### src/rtl/fme_pkg.sv
// Shared definitions for the fractional motion estimation SAD path:
// lane count, FSM state encoding and output width helpers.
package fme_pkg;

  localparam int LANES = 16;

  typedef logic [1:0] fme_state_t;
  localparam fme_state_t IDLE  = 2'd0;
  localparam fme_state_t RUN   = 2'd1;
  localparam fme_state_t DRAIN = 2'd2;

  // Sixteen lanes of |diff| < 2^dw each sum to less than 2^(dw+4).
  function automatic int row_sad_width(input int dw);
    return dw + 4;
  endfunction

  function automatic int sad_width(input int dw, input int rows);
    return dw + 4 + $clog2(rows);
  endfunction

  function automatic int idx_width(input int ncand);
    return $clog2(ncand);
  endfunction

endpackage

### src/rtl/fme_row_sad.sv
// One row of SAD: 16 lane absolute differences summed by a balanced adder
// tree, registered together with the row's candidate index and last-row flag.
module fme_row_sad
  import fme_pkg::*;
#(
  parameter int DATA_WIDTH = 8,
  parameter int IDX_W      = 3,
  localparam int ROW_W     = row_sad_width(DATA_WIDTH)
) (
  input  logic                        clk,
  input  logic                        rst,
  input  logic                        in_valid_i,
  input  logic                        in_last_i,
  input  logic [IDX_W-1:0]            in_idx_i,
  input  logic [LANES*DATA_WIDTH-1:0] ref_row_i,
  input  logic [LANES*DATA_WIDTH-1:0] org_row_i,
  output logic                        row_valid_o,
  output logic                        row_last_o,
  output logic [IDX_W-1:0]            row_idx_o,
  output logic [ROW_W-1:0]            row_sad_o
);

  logic [DATA_WIDTH:0] lane_abs [LANES];
  logic [ROW_W-1:0]    lvl [LANES];
  logic [ROW_W-1:0]    row_sum;

  logic                valid_q;
  logic                last_q;
  logic [IDX_W-1:0]    idx_q;
  logic [ROW_W-1:0]    sad_q;

  genvar gi;
  generate
    for (gi = 0; gi < LANES; gi++) begin : g_lane
      logic [DATA_WIDTH:0] diff;
      assign diff = {1'b0, ref_row_i[gi*DATA_WIDTH +: DATA_WIDTH]}
                  - {1'b0, org_row_i[gi*DATA_WIDTH +: DATA_WIDTH]};
      // The sign bit of the widened difference selects the two's complement.
      assign lane_abs[gi] = diff[DATA_WIDTH] ? (~diff + 1'b1) : diff;
    end
  endgenerate

  // Pairwise reduction in place: each pass halves the number of live terms.
  always_comb begin
    for (int i = 0; i < LANES; i++) begin
      lvl[i] = {{(ROW_W-DATA_WIDTH-1){1'b0}}, lane_abs[i]};
    end
    for (int w = LANES / 2; w >= 1; w = w / 2) begin
      for (int i = 0; i < w; i++) begin
        lvl[i] = lvl[2*i] + lvl[2*i+1];
      end
    end
    row_sum = lvl[0];
  end

  always_ff @(posedge clk or posedge rst) begin
    if (rst) begin
      valid_q <= 1'b0;
      last_q  <= 1'b0;
      idx_q   <= '0;
      sad_q   <= '0;
    end else begin
      valid_q <= in_valid_i;
      if (in_valid_i) begin
        last_q <= in_last_i;
        idx_q  <= in_idx_i;
        sad_q  <= row_sum;
      end
    end
  end

  assign row_valid_o = valid_q;
  assign row_last_o  = last_q;
  assign row_idx_o   = idx_q;
  assign row_sad_o   = sad_q;

endmodule

### src/rtl/fme_sad_accum.sv
// Per-candidate SAD accumulation and minimum-SAD candidate selection.
// Define FME_SAD_CAND_OUT_EN to expose each candidate's final SAD as it closes.
module fme_sad_accum
  import fme_pkg::*;
#(
  parameter int DATA_WIDTH = 8,
  parameter int NUM_ROWS   = 16,
  parameter int NUM_CAND   = 8,
  localparam int SAD_W     = sad_width(DATA_WIDTH, NUM_ROWS),
  localparam int IDX_W     = idx_width(NUM_CAND)
) (
  input  logic                        clk,
  input  logic                        rst,
  input  logic                        start,
  input  logic                        row_valid,
  output logic                        row_ready,
  input  logic [LANES*DATA_WIDTH-1:0] ref_row,
  input  logic [LANES*DATA_WIDTH-1:0] org_row,
  output logic                        busy,
  output logic                        done,
  output logic [SAD_W-1:0]            best_sad,
  output logic [IDX_W-1:0]            best_idx
`ifdef FME_SAD_CAND_OUT_EN
  ,
  output logic                        cand_sad_valid,
  output logic [SAD_W-1:0]            cand_sad,
  output logic [IDX_W-1:0]            cand_idx
`endif
);

  localparam int RCNT_W = $clog2(NUM_ROWS);
  localparam int ROW_W  = row_sad_width(DATA_WIDTH);
  localparam logic [RCNT_W-1:0] ROW_LAST  = RCNT_W'(NUM_ROWS - 1);
  localparam logic [IDX_W-1:0]  CAND_LAST = IDX_W'(NUM_CAND - 1);

  fme_state_t        state_q, state_d;
  logic [RCNT_W-1:0] row_cnt_q, row_cnt_d;
  logic [IDX_W-1:0]  cand_cnt_q, cand_cnt_d;
  logic              busy_q, busy_d;
  logic              done_q, done_d;
  logic [SAD_W-1:0]  acc_q, acc_d;
  logic [SAD_W-1:0]  best_sad_q, best_sad_d;
  logic [IDX_W-1:0]  best_idx_q, best_idx_d;

  logic              hs;
  logic              start_ok;
  logic              pipe_valid;
  logic              pipe_last;
  logic [IDX_W-1:0]  pipe_idx;
  logic [ROW_W-1:0]  pipe_sad;
  logic [SAD_W-1:0]  final_sad;
  logic              close_cand;

  assign row_ready  = (state_q == RUN);
  assign hs         = row_valid && row_ready;
  assign start_ok   = (state_q == IDLE) && start;
  assign final_sad  = acc_q + {{(SAD_W-ROW_W){1'b0}}, pipe_sad};
  assign close_cand = pipe_valid && pipe_last;

  fme_row_sad #(
    .DATA_WIDTH (DATA_WIDTH),
    .IDX_W      (IDX_W)
  ) u_row_sad (
    .clk         (clk),
    .rst         (rst),
    .in_valid_i  (hs),
    .in_last_i   (row_cnt_q == ROW_LAST),
    .in_idx_i    (cand_cnt_q),
    .ref_row_i   (ref_row),
    .org_row_i   (org_row),
    .row_valid_o (pipe_valid),
    .row_last_o  (pipe_last),
    .row_idx_o   (pipe_idx),
    .row_sad_o   (pipe_sad)
  );

  always_comb begin
    state_d    = state_q;
    row_cnt_d  = row_cnt_q;
    cand_cnt_d = cand_cnt_q;
    busy_d     = busy_q;
    done_d     = 1'b0;
    case (state_q)
      IDLE: begin
        if (start) begin
          state_d    = RUN;
          row_cnt_d  = '0;
          cand_cnt_d = '0;
          busy_d     = 1'b1;
        end
      end
      RUN: begin
        if (hs) begin
          if (row_cnt_q == ROW_LAST) begin
            row_cnt_d  = '0;
            cand_cnt_d = cand_cnt_q + 1'b1;
            if (cand_cnt_q == CAND_LAST) begin
              state_d = DRAIN;
            end
          end else begin
            row_cnt_d = row_cnt_q + 1'b1;
          end
        end
      end
      DRAIN: begin
        // The final row closes its candidate one edge after entry here.
        if (!pipe_valid) begin
          state_d = IDLE;
          done_d  = 1'b1;
          busy_d  = 1'b0;
        end
      end
      default: begin
        state_d = IDLE;
        busy_d  = 1'b0;
      end
    endcase
  end

  always_comb begin
    acc_d      = acc_q;
    best_sad_d = best_sad_q;
    best_idx_d = best_idx_q;
    if (start_ok) begin
      acc_d = '0;
    end else if (pipe_valid) begin
      if (pipe_last) begin
        acc_d = '0;
        // Strict less-than keeps the lowest index on ties.
        if ((pipe_idx == '0) || (final_sad < best_sad_q)) begin
          best_sad_d = final_sad;
          best_idx_d = pipe_idx;
        end
      end else begin
        acc_d = final_sad;
      end
    end
  end

  always_ff @(posedge clk or posedge rst) begin
    if (rst) begin
      state_q    <= IDLE;
      row_cnt_q  <= '0;
      cand_cnt_q <= '0;
      busy_q     <= 1'b0;
      done_q     <= 1'b0;
      acc_q      <= '0;
      best_sad_q <= '0;
      best_idx_q <= '0;
    end else begin
      state_q    <= state_d;
      row_cnt_q  <= row_cnt_d;
      cand_cnt_q <= cand_cnt_d;
      busy_q     <= busy_d;
      done_q     <= done_d;
      acc_q      <= acc_d;
      best_sad_q <= best_sad_d;
      best_idx_q <= best_idx_d;
    end
  end

  assign busy     = busy_q;
  assign done     = done_q;
  assign best_sad = best_sad_q;
  assign best_idx = best_idx_q;

`ifdef FME_SAD_CAND_OUT_EN
  logic             cand_valid_q, cand_valid_d;
  logic [SAD_W-1:0] cand_sad_q, cand_sad_d;
  logic [IDX_W-1:0] cand_idx_q, cand_idx_d;

  always_comb begin
    cand_valid_d = close_cand;
    cand_sad_d   = cand_sad_q;
    cand_idx_d   = cand_idx_q;
    if (close_cand) begin
      cand_sad_d = final_sad;
      cand_idx_d = pipe_idx;
    end
  end

  always_ff @(posedge clk or posedge rst) begin
    if (rst) begin
      cand_valid_q <= 1'b0;
      cand_sad_q   <= '0;
      cand_idx_q   <= '0;
    end else begin
      cand_valid_q <= cand_valid_d;
      cand_sad_q   <= cand_sad_d;
      cand_idx_q   <= cand_idx_d;
    end
  end

  assign cand_sad_valid = cand_valid_q;
  assign cand_sad       = cand_sad_q;
  assign cand_idx       = cand_idx_q;
`else
  logic unused_close;
  assign unused_close = close_cand;
`endif

endmodule

### config.mk
export PLATFORM = sky130hd
export DESIGN_NAME = fme_sad_accum
export DESIGN_NICKNAME = d
export VERILOG_FILES = /design/src/rtl/fme_pkg.sv /design/src/rtl/fme_row_sad.sv /design/src/rtl/fme_sad_accum.sv
export SDC_FILE = /design/constraint.sdc
export NUM_CORES = 1
export LEC_CHECK = 0
export CELL_PAD_IN_SITES_DETAIL_PLACEMENT = 0
export CELL_PAD_IN_SITES_GLOBAL_PLACEMENT = 2
export CORE_ASPECT_RATIO = 0.9
export CORE_UTILIZATION = 32
export CTS_CLUSTER_DIAMETER = 100
export DETAILED_ROUTE_END_ITERATION = 16
export PLACE_DENSITY = 0.79
export SYNTH_ARGS = -nofsm -noshare
export SYNTH_HDL_FRONTEND = slang
export SYNTH_HIERARCHICAL = 1
export SYNTH_SLANG_ARGS = --single-unit
export TNS_END_PERCENT = 1
### constraint.sdc
create_clock -name clk -period 3.88 [get_ports clk]
set_input_delay 0.97 -clock clk [delete_from_list [all_inputs] [get_ports clk]]
set_output_delay 0.97 -clock clk [all_outputs]
set_load 0.01 [all_outputs]
==> images/cell_density.png <==
23 x 21 tiles, from dark blue (low) to red (high), 0 to 100% covered.
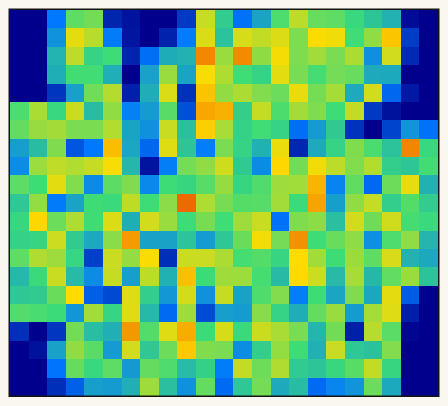
emptiest ninth of the die	north-west
nearly empty tiles	8.1%
fullest tile	88%
tiles over 75% full	4.6%
mean over tiles	46%

==> images/congestion.png <==
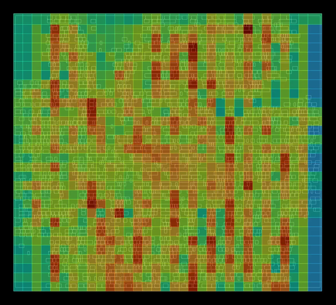
global-route met2 utilization: 32.72%
core occupancy in the finished layout: 48.81%
most used routing layer: met2
GRT Total Usage: 18.83%
met3 track demand over resource in global routing: 2.015%

==> images/logic_types.png <==
Scale bar: 50 um.
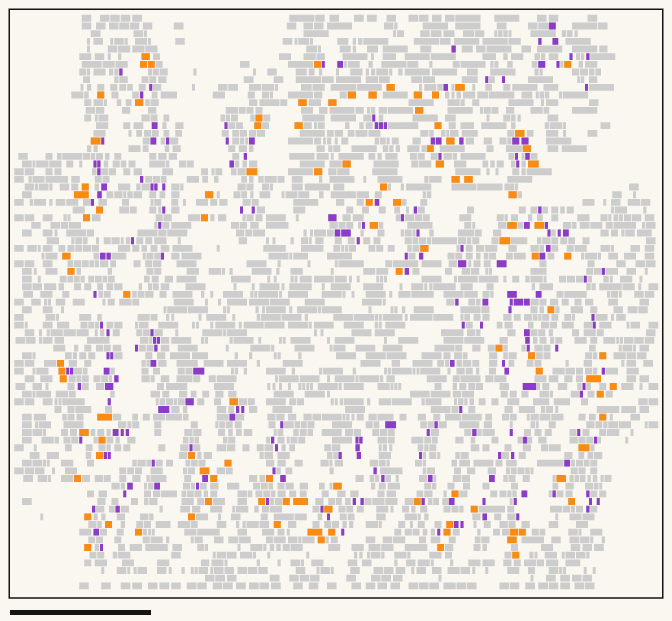
colour	family	cells	where
purple	NOR gates	194	spread over the die
orange	AND-OR and OR-AND gates	104	spread over the die

==> run notes <==
Implementation results are summarized by area below.

Synth
The top cell type by instance count after synthesis is sky130_fd_sc_hd__inv_1. The synthesized netlist devotes 18.84% of its cell area to compound gates. The dominant register cell is sky130_fd_sc_hd__dfrtp_1. The net count after synthesis is 2411. In this run, distinct cell masters in the synthesized netlist total 85. The synthesis report lists the most area-consuming cells as sky130_fd_sc_hd__fa_1 (18%), sky130_fd_sc_hd__ha_1 (16%), sky130_fd_sc_hd__dfrtp_1 (10%), sky130_fd_sc_hd__inv_1 (8.4%), sky130_fd_sc_hd__xnor2_1 (7.3%). The synthesized area per cell is 8.324 um^2. The synthesis run shows the most used standard cells to be sky130_fd_sc_hd__inv_1 (337), sky130_fd_sc_hd__ha_1 (194), sky130_fd_sc_hd__fa_1 (139). The post-synthesis cell count from yosys is 1818.

Of all flip-flops after synthesis, the portion carrying an async set or reset was 100.0%. The count of synthesis-stage warnings from yosys is 6. After synthesis, flip-flops and latches occupy 10.42% of the total area. The synthesized netlist devotes 34.43% of its cell area to adder and majority cells.

The xor-xnor portion of the synthesized cell area is 11.75%. The share of synthesized area in the top cell type comes to 18.39%. The cell area after technology mapping is 0.01513 mm^2.

Die
The vertical die dimension reported for this design is 208.3 um. The die extent in x is 231.2 um. The die covers 0.04817 mm^2. The floorplan core density is 32.45%. Per the OpenROAD floorplan log, the area of the core is 0.04664 mm^2. For this design the top-level I/O count stands at 282. In this run the core area contains 75 standard-cell rows.

Hold path
The startpoint of the lowest-slack hold path is u_row_sad/row_sad_o[8]. STA shows the worst min-delay path finishing at u_row_sad/row_sad_o[8]. The number of cells on the worst hold path is listed as 2.

Detailed routing
The wire length on met3 is 1354 um. The number of design rule violations left after detail routing is 0. Summing over every cut layer, the via total after detailed routing is 14635. The first detailed-routing pass ran for 5 iterations.

The detailed router used layers up to and including met4. Dividing the detail-routed via count by the number of cells gives 4.661.

Layout
The sequential cell count of the final layout is 63. The final design was reported to hold multi-input combinational gates totalling 1394. The register share of the cell area is 6.926%.

The count of inverters not on the clock network in the layout is 337. The clock buffer and inverter area fraction after layout is 1.369%. Once layout is done, the placed cells without fillers occupy 0.02276 mm^2. The repair_antennas step left the layout with diodes totalling 0. After the last flow step, the layout net total stands at 3112.

Non-clock buffers make up 26.65% of the layout cell area. The logic share of the area is 56.11%. The layout has 714 buffers outside the clock class. Leaving out fill and tap cells, the most frequent cells in the layout are sky130_fd_sc_hd__buf_4 (432), sky130_fd_sc_hd__inv_1 (331), sky130_fd_sc_hd__clkdlybuf4s50_1 (281). Excluding fillers, the count of instances in the completed layout stands at 3140. The largest cell class by area is multi-input combinational cells. From synthesis to final layout, the design area changed by 50.42%.

Timing
The critical path in the final layout is reported with a setup slack of -3687 ps. The worst slew slack as a fraction of its limit is 50.71%. Per the finish-stage timing summary, setup violations number 11. The clock skew after layout is 7.107 ps.

Pins over their slew limit in the final report were tallied at 0. The final critical delay including setup and external delays is 7567 ps. The transition time recorded at the tightest slew-check pin is 738.5 ps.

Worst setup path
The depth of the worst register-to-register path is 12. The type of origin of the critical path is an input pin. The register-to-register path setup slack is 160 ps. The total buffers and inverters traversed by the critical path is 8. The end of the worst register-to-register path is best_sad[12].

On the worst path, the slowest cell contributes a delay of 550 ps. The signal arrival time at the worst endpoint is 7830 ps. Among all stages on the critical path, the largest delay is contributed by sky130_fd_sc_hd__fa_1. STA classifies the critical path endpoint as a flop. The data required time at the worst endpoint is 4150 ps. The timing endpoint of the critical path is u_row_sad/row_sad_o[11].

Flow run
Max-cap violations in this run came to 0. The stage logs contain a warning count of 29.

Clocking
TritonCTS built the clock tree. The buffer type at the clock tree root is sky130_fd_sc_hd__clkbuf_16. The maximum number of buffers from clock root to sink is 2. The insertion delay of the later-clocked pin in the worst-skew pair is 330 ps. The number of sinks on the clock net is 63.

Post-CTS timing repair inserted 11 buffers for setup. The number of buffers inserted for hold repair after clock tree synthesis is 0. The report lists the number of cells resized after CTS as 52. The H-tree generated during clock tree synthesis spans 3 levels.

Placed design
The final RePlAce weighted congestion is 0.8345. The total half-perimeter wirelength after legalization and detailed placement is 39500 um. The port buffer count is 281.

Status
The run finished, with violations left. The final reports fail on setup timing.

GRT
The via count of the first global-routing pass is 15550. The global-route congestion overflow total is 0. Entering global routing, the biggest net connects 47 pins.
